Run 1, placement view:
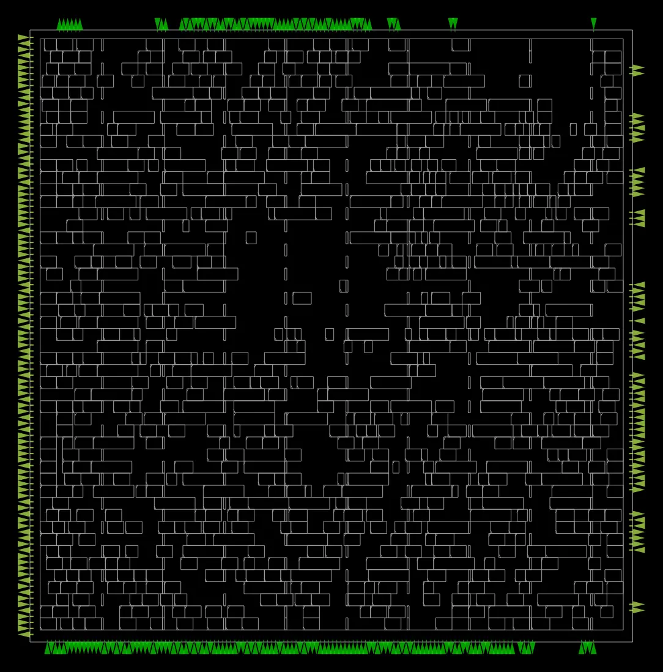
Run 1, placement by cell class:
Drawn at 2 px/micron.
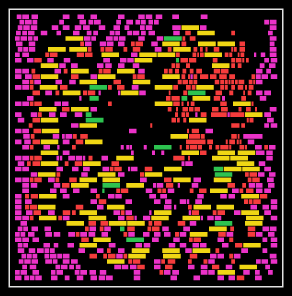
Run 1, metal 3:
Drawn at 3 px/micron.
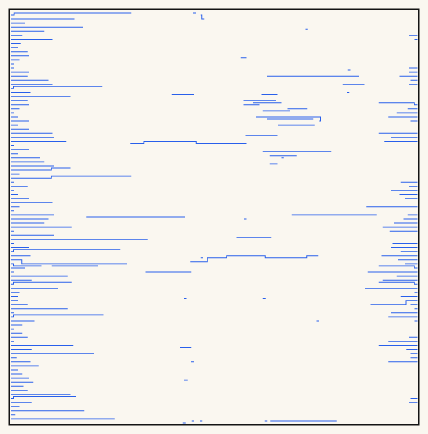
Run 1, register map, names as in the netlist:
Drawn at 4 px/micron.
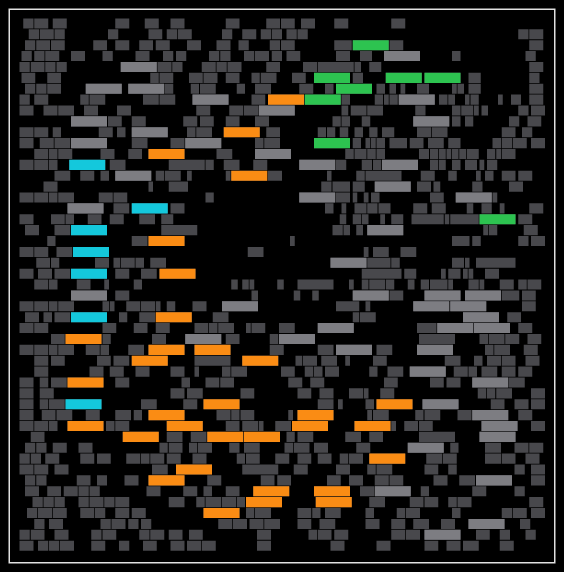
**config.mk**
```make
export PLATFORM = sky130hd
export DESIGN_NAME = muldiv_arbiter_flat
export DESIGN_NICKNAME = d
export VERILOG_FILES = /design/src/rtl/muldiv_arbiter_if.sv /design/src/rtl/muldiv_arbiter.sv /design/src/flat_wrapper.sv
export SDC_FILE = /design/constraint.sdc
export NUM_CORES = 1
export LEC_CHECK = 0
export CAP_MARGIN = 30
export CORE_AREA = 2 2 134 136
export DETAILED_ROUTE_END_ITERATION = 8
export DIE_AREA = 0 0 136 138
export GPL_ROUTABILITY_DRIVEN = 0
export GPL_TIMING_DRIVEN = 0
export PLACE_DENSITY_LB_ADDON = 0.05
export SYNTH_ARGS = -nofsm -noshare
export SYNTH_HDL_FRONTEND = slang
export SYNTH_SLANG_ARGS = --single-unit
```
**constraint.sdc**
```tcl
create_clock -name clk_i -period 8.11 [get_ports clk_i]
set_clock_uncertainty 0.1 [all_clocks]
set_input_delay 2.433 -clock clk_i [delete_from_list [all_inputs] [get_ports clk_i]]
set_output_delay 2.433 -clock clk_i [all_outputs]
set_load 0.05 [all_outputs]
```
**src/rtl/muldiv_arbiter_if.sv**
```systemverilog
// Issue/response bus between two requesters, the arbiter and the shared mult/div unit.
interface muldiv_arbiter_if #(
    parameter int unsigned XLEN          = 32,
    parameter int unsigned OP_W          = 7,
    parameter int unsigned TRANS_ID_BITS = 3
);
    logic                     flush_i;

    logic                     req0_valid_i;
    logic                     req0_ready_o;
    logic [OP_W-1:0]          req0_op_i;
    logic [XLEN-1:0]          req0_a_i;
    logic [XLEN-1:0]          req0_b_i;
    logic [TRANS_ID_BITS-1:0] req0_trans_id_i;

    logic                     req1_valid_i;
    logic                     req1_ready_o;
    logic [OP_W-1:0]          req1_op_i;
    logic [XLEN-1:0]          req1_a_i;
    logic [XLEN-1:0]          req1_b_i;
    logic [TRANS_ID_BITS-1:0] req1_trans_id_i;

    logic                     fu_valid_o;
    logic                     fu_ready_i;
    logic [OP_W-1:0]          fu_op_o;
    logic [XLEN-1:0]          fu_a_o;
    logic [XLEN-1:0]          fu_b_o;
    logic [TRANS_ID_BITS-1:0] fu_trans_id_o;

    logic                     fu_result_valid_i;
    logic [XLEN-1:0]          fu_result_i;
    logic [TRANS_ID_BITS-1:0] fu_result_trans_id_i;

    logic                     rsp0_valid_o;
    logic [XLEN-1:0]          rsp0_result_o;
    logic [TRANS_ID_BITS-1:0] rsp0_trans_id_o;
    logic                     rsp1_valid_o;
    logic [XLEN-1:0]          rsp1_result_o;
    logic [TRANS_ID_BITS-1:0] rsp1_trans_id_o;

    logic                     busy_o;

    // Arbiter side
    modport slave (
        input  flush_i,
        input  req0_valid_i, req0_op_i, req0_a_i, req0_b_i, req0_trans_id_i,
        output req0_ready_o,
        input  req1_valid_i, req1_op_i, req1_a_i, req1_b_i, req1_trans_id_i,
        output req1_ready_o,
        output fu_valid_o, fu_op_o, fu_a_o, fu_b_o, fu_trans_id_o,
        input  fu_ready_i,
        input  fu_result_valid_i, fu_result_i, fu_result_trans_id_i,
        output rsp0_valid_o, rsp0_result_o, rsp0_trans_id_o,
        output rsp1_valid_o, rsp1_result_o, rsp1_trans_id_o,
        output busy_o
    );

    // Requester/unit side
    modport master (
        output flush_i,
        output req0_valid_i, req0_op_i, req0_a_i, req0_b_i, req0_trans_id_i,
        input  req0_ready_o,
        output req1_valid_i, req1_op_i, req1_a_i, req1_b_i, req1_trans_id_i,
        input  req1_ready_o,
        input  fu_valid_o, fu_op_o, fu_a_o, fu_b_o, fu_trans_id_o,
        output fu_ready_i,
        output fu_result_valid_i, fu_result_i, fu_result_trans_id_i,
        input  rsp0_valid_o, rsp0_result_o, rsp0_trans_id_o,
        input  rsp1_valid_o, rsp1_result_o, rsp1_trans_id_o,
        input  busy_o
    );
endinterface

```
**src/rtl/muldiv_arbiter.sv**
```systemverilog
// Round-robin arbiter sharing one mult/div unit between two requesters, with a
// trans_id ownership table that routes results back and bounds outstanding ops.
module muldiv_arbiter #(
    parameter int unsigned XLEN          = 32,
    parameter int unsigned OP_W          = 7,
    parameter int unsigned TRANS_ID_BITS = 3,
    parameter int unsigned MAX_OUT       = 4
) (
    input  logic             clk_i,
    input  logic             rst_i,
    muldiv_arbiter_if.slave  bus
);
    localparam int unsigned DEPTH = 1 << TRANS_ID_BITS;
    localparam int unsigned CNT_W = $clog2(MAX_OUT + 1);

    typedef struct packed {
        logic [OP_W-1:0]          op;
        logic [XLEN-1:0]          a;
        logic [XLEN-1:0]          b;
        logic [TRANS_ID_BITS-1:0] id;
    } issue_t;

    logic             fu_valid_q, fu_valid_d;
    issue_t           fu_q, fu_d;
    logic [DEPTH-1:0] tbl_valid_q, tbl_valid_d;
    logic [DEPTH-1:0] tbl_owner_q, tbl_owner_d;
    logic [CNT_W-1:0] out_cnt_q, out_cnt_d;
    logic             rr_q, rr_d;

    issue_t req0_pl, req1_pl;
    logic   slot_free, not_full, elig0, elig1, grant0, grant1, rsp_hit, rsp_owner;

    assign req0_pl = '{op: bus.req0_op_i, a: bus.req0_a_i, b: bus.req0_b_i, id: bus.req0_trans_id_i};
    assign req1_pl = '{op: bus.req1_op_i, a: bus.req1_a_i, b: bus.req1_b_i, id: bus.req1_trans_id_i};

    // Eligibility, round-robin grant and response lookup
    always_comb begin
        slot_free = !fu_valid_q || bus.fu_ready_i;
        not_full  = out_cnt_q < CNT_W'(MAX_OUT);
        elig0     = bus.req0_valid_i && !tbl_valid_q[bus.req0_trans_id_i] && not_full
                    && !bus.flush_i && !rst_i;
        elig1     = bus.req1_valid_i && !tbl_valid_q[bus.req1_trans_id_i] && not_full
                    && !bus.flush_i && !rst_i;
        grant0    = slot_free && elig0 && (!elig1 || !rr_q);
        grant1    = slot_free && elig1 && (!elig0 || rr_q);
        rsp_hit   = bus.fu_result_valid_i && tbl_valid_q[bus.fu_result_trans_id_i]
                    && !bus.flush_i && !rst_i;
        rsp_owner = tbl_owner_q[bus.fu_result_trans_id_i];
    end

    // Next state: the response clear and the accept set never touch the same id
    always_comb begin
        fu_valid_d  = fu_valid_q;
        fu_d        = fu_q;
        tbl_valid_d = tbl_valid_q;
        tbl_owner_d = tbl_owner_q;
        out_cnt_d   = out_cnt_q;
        rr_d        = rr_q;
        if (bus.flush_i) begin
            fu_valid_d  = 1'b0;
            tbl_valid_d = '0;
            out_cnt_d   = '0;
        end else begin
            if (bus.fu_ready_i) begin
                fu_valid_d = 1'b0;
            end
            if (rsp_hit) begin
                tbl_valid_d[bus.fu_result_trans_id_i] = 1'b0;
            end
            if (grant0 || grant1) begin
                fu_valid_d           = 1'b1;
                fu_d                 = grant1 ? req1_pl : req0_pl;
                tbl_valid_d[fu_d.id] = 1'b1;
                tbl_owner_d[fu_d.id] = grant1;
                rr_d                 = !grant1;
            end
            out_cnt_d = out_cnt_q + CNT_W'(grant0 || grant1) - CNT_W'(rsp_hit);
        end
    end

    always_ff @(posedge clk_i or posedge rst_i) begin
        if (rst_i) begin
            fu_valid_q  <= 1'b0;
            fu_q        <= '0;
            tbl_valid_q <= '0;
            tbl_owner_q <= '0;
            out_cnt_q   <= '0;
            rr_q        <= 1'b0;
        end else begin
            fu_valid_q  <= fu_valid_d;
            fu_q        <= fu_d;
            tbl_valid_q <= tbl_valid_d;
            tbl_owner_q <= tbl_owner_d;
            out_cnt_q   <= out_cnt_d;
            rr_q        <= rr_d;
        end
    end

    assign bus.req0_ready_o    = grant0;
    assign bus.req1_ready_o    = grant1;
    assign bus.fu_valid_o      = fu_valid_q;
    assign bus.fu_op_o         = fu_q.op;
    assign bus.fu_a_o          = fu_q.a;
    assign bus.fu_b_o          = fu_q.b;
    assign bus.fu_trans_id_o   = fu_q.id;
    assign bus.rsp0_valid_o    = rsp_hit && !rsp_owner;
    assign bus.rsp1_valid_o    = rsp_hit && rsp_owner;
    assign bus.rsp0_result_o   = bus.fu_result_i;
    assign bus.rsp1_result_o   = bus.fu_result_i;
    assign bus.rsp0_trans_id_o = bus.fu_result_trans_id_i;
    assign bus.rsp1_trans_id_o = bus.fu_result_trans_id_i;
    assign bus.busy_o          = fu_valid_q || (out_cnt_q != '0);
endmodule

```
**src/flat_wrapper.sv**
```systemverilog
// flat-port wrapper written by rule: the top's interface ports become plain ports
module muldiv_arbiter_flat 
#(
    parameter int unsigned XLEN          = 32,
    parameter int unsigned OP_W          = 7,
    parameter int unsigned TRANS_ID_BITS = 3,
    parameter int unsigned MAX_OUT       = 4
)
  (clk_i, rst_i, bus_flush_i, bus_req0_valid_i, bus_req0_op_i, bus_req0_a_i, bus_req0_b_i, bus_req0_trans_id_i, bus_req0_ready_o, bus_req1_valid_i, bus_req1_op_i, bus_req1_a_i, bus_req1_b_i, bus_req1_trans_id_i, bus_req1_ready_o, bus_fu_valid_o, bus_fu_op_o, bus_fu_a_o, bus_fu_b_o, bus_fu_trans_id_o, bus_fu_ready_i, bus_fu_result_valid_i, bus_fu_result_i, bus_fu_result_trans_id_i, bus_rsp0_valid_o, bus_rsp0_result_o, bus_rsp0_trans_id_o, bus_rsp1_valid_o, bus_rsp1_result_o, bus_rsp1_trans_id_o, bus_busy_o);
  muldiv_arbiter_if #(.XLEN(XLEN), .OP_W(OP_W), .TRANS_ID_BITS(TRANS_ID_BITS)) bus_i ();
  input  logic clk_i;
  input  logic rst_i;
  input wire logic [$bits(bus_i.flush_i)-1:0] bus_flush_i;
  input wire logic [$bits(bus_i.req0_valid_i)-1:0] bus_req0_valid_i;
  input wire logic [$bits(bus_i.req0_op_i)-1:0] bus_req0_op_i;
  input wire logic [$bits(bus_i.req0_a_i)-1:0] bus_req0_a_i;
  input wire logic [$bits(bus_i.req0_b_i)-1:0] bus_req0_b_i;
  input wire logic [$bits(bus_i.req0_trans_id_i)-1:0] bus_req0_trans_id_i;
  output wire logic [$bits(bus_i.req0_ready_o)-1:0] bus_req0_ready_o;
  input wire logic [$bits(bus_i.req1_valid_i)-1:0] bus_req1_valid_i;
  input wire logic [$bits(bus_i.req1_op_i)-1:0] bus_req1_op_i;
  input wire logic [$bits(bus_i.req1_a_i)-1:0] bus_req1_a_i;
  input wire logic [$bits(bus_i.req1_b_i)-1:0] bus_req1_b_i;
  input wire logic [$bits(bus_i.req1_trans_id_i)-1:0] bus_req1_trans_id_i;
  output wire logic [$bits(bus_i.req1_ready_o)-1:0] bus_req1_ready_o;
  output wire logic [$bits(bus_i.fu_valid_o)-1:0] bus_fu_valid_o;
  output wire logic [$bits(bus_i.fu_op_o)-1:0] bus_fu_op_o;
  output wire logic [$bits(bus_i.fu_a_o)-1:0] bus_fu_a_o;
  output wire logic [$bits(bus_i.fu_b_o)-1:0] bus_fu_b_o;
  output wire logic [$bits(bus_i.fu_trans_id_o)-1:0] bus_fu_trans_id_o;
  input wire logic [$bits(bus_i.fu_ready_i)-1:0] bus_fu_ready_i;
  input wire logic [$bits(bus_i.fu_result_valid_i)-1:0] bus_fu_result_valid_i;
  input wire logic [$bits(bus_i.fu_result_i)-1:0] bus_fu_result_i;
  input wire logic [$bits(bus_i.fu_result_trans_id_i)-1:0] bus_fu_result_trans_id_i;
  output wire logic [$bits(bus_i.rsp0_valid_o)-1:0] bus_rsp0_valid_o;
  output wire logic [$bits(bus_i.rsp0_result_o)-1:0] bus_rsp0_result_o;
  output wire logic [$bits(bus_i.rsp0_trans_id_o)-1:0] bus_rsp0_trans_id_o;
  output wire logic [$bits(bus_i.rsp1_valid_o)-1:0] bus_rsp1_valid_o;
  output wire logic [$bits(bus_i.rsp1_result_o)-1:0] bus_rsp1_result_o;
  output wire logic [$bits(bus_i.rsp1_trans_id_o)-1:0] bus_rsp1_trans_id_o;
  output wire logic [$bits(bus_i.busy_o)-1:0] bus_busy_o;
  assign bus_i.flush_i = bus_flush_i;
  assign bus_i.req0_valid_i = bus_req0_valid_i;
  assign bus_i.req0_op_i = bus_req0_op_i;
  assign bus_i.req0_a_i = bus_req0_a_i;
  assign bus_i.req0_b_i = bus_req0_b_i;
  assign bus_i.req0_trans_id_i = bus_req0_trans_id_i;
  assign bus_req0_ready_o = bus_i.req0_ready_o;
  assign bus_i.req1_valid_i = bus_req1_valid_i;
  assign bus_i.req1_op_i = bus_req1_op_i;
  assign bus_i.req1_a_i = bus_req1_a_i;
  assign bus_i.req1_b_i = bus_req1_b_i;
  assign bus_i.req1_trans_id_i = bus_req1_trans_id_i;
  assign bus_req1_ready_o = bus_i.req1_ready_o;
  assign bus_fu_valid_o = bus_i.fu_valid_o;
  assign bus_fu_op_o = bus_i.fu_op_o;
  assign bus_fu_a_o = bus_i.fu_a_o;
  assign bus_fu_b_o = bus_i.fu_b_o;
  assign bus_fu_trans_id_o = bus_i.fu_trans_id_o;
  assign bus_i.fu_ready_i = bus_fu_ready_i;
  assign bus_i.fu_result_valid_i = bus_fu_result_valid_i;
  assign bus_i.fu_result_i = bus_fu_result_i;
  assign bus_i.fu_result_trans_id_i = bus_fu_result_trans_id_i;
  assign bus_rsp0_valid_o = bus_i.rsp0_valid_o;
  assign bus_rsp0_result_o = bus_i.rsp0_result_o;
  assign bus_rsp0_trans_id_o = bus_i.rsp0_trans_id_o;
  assign bus_rsp1_valid_o = bus_i.rsp1_valid_o;
  assign bus_rsp1_result_o = bus_i.rsp1_result_o;
  assign bus_rsp1_trans_id_o = bus_i.rsp1_trans_id_o;
  assign bus_busy_o = bus_i.busy_o;
  muldiv_arbiter #(.XLEN(XLEN), .OP_W(OP_W), .TRANS_ID_BITS(TRANS_ID_BITS), .MAX_OUT(MAX_OUT)) u_core (.clk_i(clk_i), .rst_i(rst_i), .bus(bus_i));
endmodule
```
==> impl_metrics.py, run 1 <==
# Metrics from the implementation run
metrics = {
    "final_layout": {
        "num-multi-input-gates": 269,
        "top_area_cell_class": "non-clock buffers",
        "layout.cells.most_common": "sky130_fd_sc_hd__clkdlybuf4s50_1",
        "non_clock_buffer_area_share_pct": 42.4,
        "insertedDiodeCount": 0,
        "final_layout_size_suffix_gt1_share_pct": 16.5,
    },
    "status": {
        "status": "complete, no violations",
    },
    "route": {
        "detailroute.via_count": 5120,
        "drc": 0,
        "wl_met3_microns": 1800,
        "met1_length_microns": 7950,
    },
    "placement": {
        "dp.cells": 1021,
        "dp_hpwl_microns": 15800,
    },
    "final_timing": {
        "fmax_ghz": 0.130,
        "drv_slew": 0,
        "timing.setup.tns_ps": 0,
        "grt_setup_unrepaired": "false",
        "tightestPinTransition_ps": 613,
        "final_critical_path_setup_slack_ps": 416,
        "final-setup-viol-count": 0,
        "period_used_pct": 94.9,
    },
    "yosys": {
        "yosys_cells": 486,
        "synth_flops": 95,
        "synthCells": 486,
        "simple_gate_share_pct": 14.6,
        "synth.yosys.warnings": 0,
        "synth_compound_gate_area_share_pct": 22.2,
        "syn_nets": 679,
    },
    "floorplan": {
        "die_y_microns": 138,
        "design.portCount": 340,
    },
    "global_route": {
        "grt_max_degree": 52,
        "global_route.peak_usage_layer": "met2",
        "overflow": 0,
        "via_count_of_the_first_global_routing_pass": 5476,
        "grt.met2_usage_pct": 36.2,
    },
    "clock_network": {
        "cts_resized": 3,
        "cts_hold_repair.buffers": 0,
        "htree_levels": 3,
        "cts_setup_buffers": 0,
        "clkSlewWorstSetupHoldPaths_ps": 60,
    },
    "critical_path": {
        "max_stage_delay_on_crit_path_ps": 520,
        "cp.arrival_ps": 5160,
        "crit_buf_inv": 4,
        "critPathMaxFanout": 10,
        "critPathKind": "in2out",
        "crit_required_ps": 5580,
    },
    "power_and_ir_drop": {
        "p_leak_nw": 3.58,
        "power_report.internal_total_mw": 1.32,
        "power.density_nw_per_um2": 261,
        "finalPower_mw": 2.36,
        "relative_contribution_of_the_clock_network_to_total_power_pct": 17.6,
    },
    "job": {
        "openroad.warnings": 26,
    },
}
About 'placement view':
Placeable Area: 17,500 sq um
share of cell area taken by flip-flops and latches: 26.3%
Well-Tap Cells: 229
utilization after layout: 51.6%
number of fill cells: 1,600

About 'placement by cell class':
green -> clock drivers and dummy loads  # cells 16, share of their area 3.3%
red -> all other logic  # cells 282, share of their area 26%
magenta -> other buffers and delay cells  # cells 415, share of their area 44%
yellow -> flip-flops  # cells 95, share of their area 27%
Row Count: 49
post-route design area: 9040 sq um

About 'metal 3':
nets with wire on the layer = 182
longest straight run = 45.3 microns
share of all routed wire = 9.0%
wire length on this layer = 1,800 microns
WL final: 20,100 microns
global routing met3 resource utilization: 6.64%

About 'register map, names as in the netlist':
green -> u_core.tbl_owner_q  # flops 8
cyan -> u_core.bus.fu_op_o  # flops 7, where middle left
orange -> u_core.bus.fu_b_o  # flops 32
not coloured = 48
power in sequential cells: 714 uW
Flop area: 2380 sq um

==> run 1: path summary, 6_finish.rpt <==
path	slack, ps	startpoint	cells past startpoint	endpoint
max	420	bus_flush_i	8	bus_req0_ready_o
min	430	u_core.tbl_owner_q[6]	2	u_core.tbl_owner_q[6]
max reg2reg	4900	u_core.out_cnt_q[2]	12	u_core.out_cnt_q[2]
min reg2reg	430	u_core.tbl_owner_q[6]	2	u_core.tbl_owner_q[6]
max in group asynchronous	4760	rst_i	3	u_core.bus.fu_b_o[10]
min in group asynchronous	2490	rst_i	2	u_core.tbl_owner_q[2]
==> run 1: cell usage after synthesis, types with 3 or more instances <==
cell	number	area share, %
sky130_fd_sc_hd__buf_6	8	1.7
sky130_fd_sc_hd__nand2b_1	8	0.93
sky130_fd_sc_hd__nor2_1	9	0.63
sky130_fd_sc_hd__mux2i_1	8	1.5
sky130_fd_sc_hd__mux2_2	4	0.84
sky130_fd_sc_hd__o21ai_0	3	0.28
sky130_fd_sc_hd__and2_1	3	0.35
sky130_fd_sc_hd__clkbuf_1	19	1.3
sky130_fd_sc_hd__a31oi_1	17	2.0
sky130_fd_sc_hd__buf_4	71	9.9
sky130_fd_sc_hd__o221a_2	12	2.5
sky130_fd_sc_hd__dfrtp_1	95	44
sky130_fd_sc_hd__o31ai_1	4	0.56
sky130_fd_sc_hd__nor3_1	5	0.47
sky130_fd_sc_hd__o221a_1	60	13
sky130_fd_sc_hd__nor2b_1	9	1.1
sky130_fd_sc_hd__or3_1	73	8.5
sky130_fd_sc_hd__a21oi_1	7	0.65
sky130_fd_sc_hd__buf_2	10	0.93
sky130_fd_sc_hd__inv_1	11	0.77
sky130_fd_sc_hd__nand2_1	6	0.42
sky130_fd_sc_hd__a221oi_1	4	0.65
sky130_fd_sc_hd__and3_1	3	0.35
Run 1, wiring by layer:
Drawn at 3 px/micron. Only two layers are drawn.
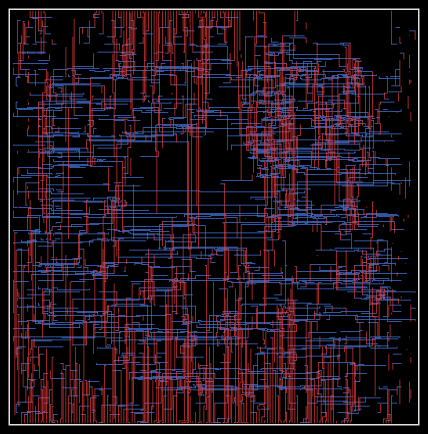

--- run 2 (diff from run 1) ---
SLEW_MARGIN = 20   (was default)
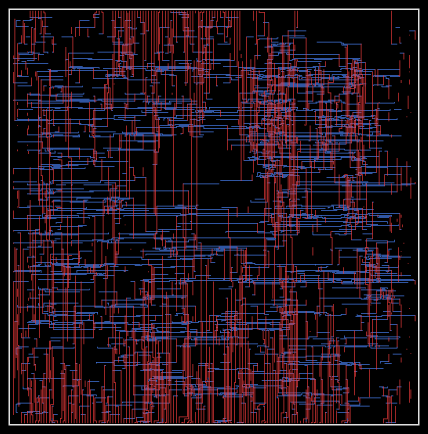
Run 2: wiring by layer
Drawn at 3 px/micron. Only two layers are drawn.
red -> met2  # wire length 9,980 microns
blue -> met1  # wire length 7,960 microns
WL final: 20,000 microns
number of vias after detailed routing: 5,155
total track usage: 21.3%

==> run 2 against run 1 <==
  * Sequential share of layout area hardly changed
  * Power about the same
  * Largest power group unchanged
  * Utilization barely moved
  * Hold slack gained 1.1 ps
  * Global-route usage about the same
  * Critical path depth unchanged
  * Critical endpoint unchanged
  * Cell count unchanged
  * Cell area barely moved
  * Non-clock buffer count stayed put
==> impl_metrics.py, run 2 <==
# Metrics from the implementation run
metrics = {
    "final_layout": {
        "final_layout_size_suffix_gt1_share_pct": 16.5,
        "top_area_cell_class": "non-clock buffers",
        "utilization_pct": 51.6,
        "num-multi-input-gates": 269,
        "seq_share_pct": 26.3,
    },
    "final_timing": {
        "fmax_ghz": 0.130,
        "period_used_pct": 94.7,
        "timing.setup.tns_ps": 0,
        "tightestPinTransition_ps": 572,
        "grt_setup_unrepaired": "false",
    },
    "global_route": {
        "global_route.peak_usage_layer": "met2",
        "grt.met2_usage_pct": 36.2,
    },
    "yosys": {
        "yosys_cells": 486,
        "synthCells": 486,
        "yosysTopAreaCell": "sky130_fd_sc_hd__dfrtp_1",
        "synth_flops": 95,
        "yosysMostFrequentCell": "sky130_fd_sc_hd__dfrtp_1",
        "syn_nets": 679,
        "synth.yosys.warnings": 0,
    },
    "critical_path": {
        "cp.arrival_ps": 5150,
        "worst_r2r_endpoint": "u_core.out_cnt_q[2]",
        "r2r_slack_ps": 4910,
    },
    "power_and_ir_drop": {
        "power.density_nw_per_um2": 261,
        "p_leak_nw": 3.58,
        "finalPower_mw": 2.36,
    },
    "placement": {
        "dp_hpwl_microns": 15700,
    },
    "job": {
        "openroad.warnings": 26,
    },
    "floorplan": {
        "row_count": 49,
        "placeable_area_sq_um": 17500,
        "design.portCount": 340,
        "n_tap_cell": 229,
        "die_y_microns": 138,
    },
    "clock_network": {
        "cts_hold_repair.buffers": 0,
        "clkSlewWorstSetupHoldPaths_ps": 60,
        "cts_setup_buffers": 0,
        "htree_levels": 3,
    },
    "route": {
        "wl_met3_microns": 1660,
        "met1_length_microns": 7960,
    },
    "status": {
        "status": "complete, no violations",
    },
}
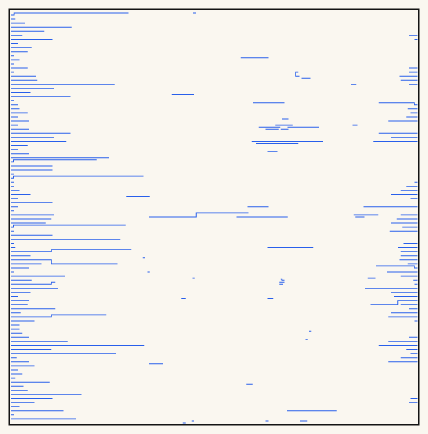
Run 2: metal 3
Drawn at 3 px/micron.
main direction = horizontal
longest straight run = 44.2 microns
global routing met3 resource utilization: 6.38%

run 2: cell counts after synthesis:
No cell type changed its count.
run 2: kinds of logic after synthesis:
| group | after synthesis | synth area share [%] |
|---|---|---|
| XOR/XNOR | 2 | 0.327 |
| adder cells (fa/ha/maj) | 3 | 0.841 |
| buffers and inverters | 122 | 14.9 |
| AND-OR/OR-AND | 123 | 22.2 |
| AND/OR/NAND/NOR | 128 | 14.6 |
| flip-flops | 95 | 44.4 |
| multiplexers | 13 | 2.76 |
run 2: critical path: stages:
cell	delay, ps
sky130_fd_sc_hd__clkdlybuf4s50_1	510
sky130_fd_sc_hd__or3_1	500
sky130_fd_sc_hd__or3b_1	440
sky130_fd_sc_hd__a21oi_4	250
sky130_fd_sc_hd__o21ai_4	160
sky130_fd_sc_hd__buf_2	240
sky130_fd_sc_hd__inv_2	170
sky130_fd_sc_hd__dlymetal6s2s_1	450
run 2: power breakdown:
part | internal [mW] | switching [mW]
Sequential | 0.620 | 0.0937
Combinational | 0.477 | 0.753
Clock | 0.226 | 0.191
run 2: worst max-delay path by stage:
stage / slack (ps) / end / start
4_1_cts: 30 / bus_req1_ready_o / bus_req0_trans_id_i[1]
5_1_grt: 280 / bus_req0_ready_o / bus_flush_i
2_1_floorplan: 1390 / bus_req1_ready_o / bus_flush_i
3_5_place_dp: -140 / bus_req1_ready_o / bus_req0_trans_id_i[1]
3_3_place_gp: -120 / bus_req1_ready_o / bus_req0_trans_id_i[1]
6_report: 430 / bus_req0_ready_o / bus_flush_i
run 2: per-stage QoR:
stage	hold slack (ps)	setup slack, ps
6_report	430	427
4_1_cts	429	29.5
5_1_grt	465	282
2_1_floorplan	390	1390
3_5_place_dp	418	-137
3_3_place_gp	423	-115
Power is estimated from default activity; no workload was simulated.
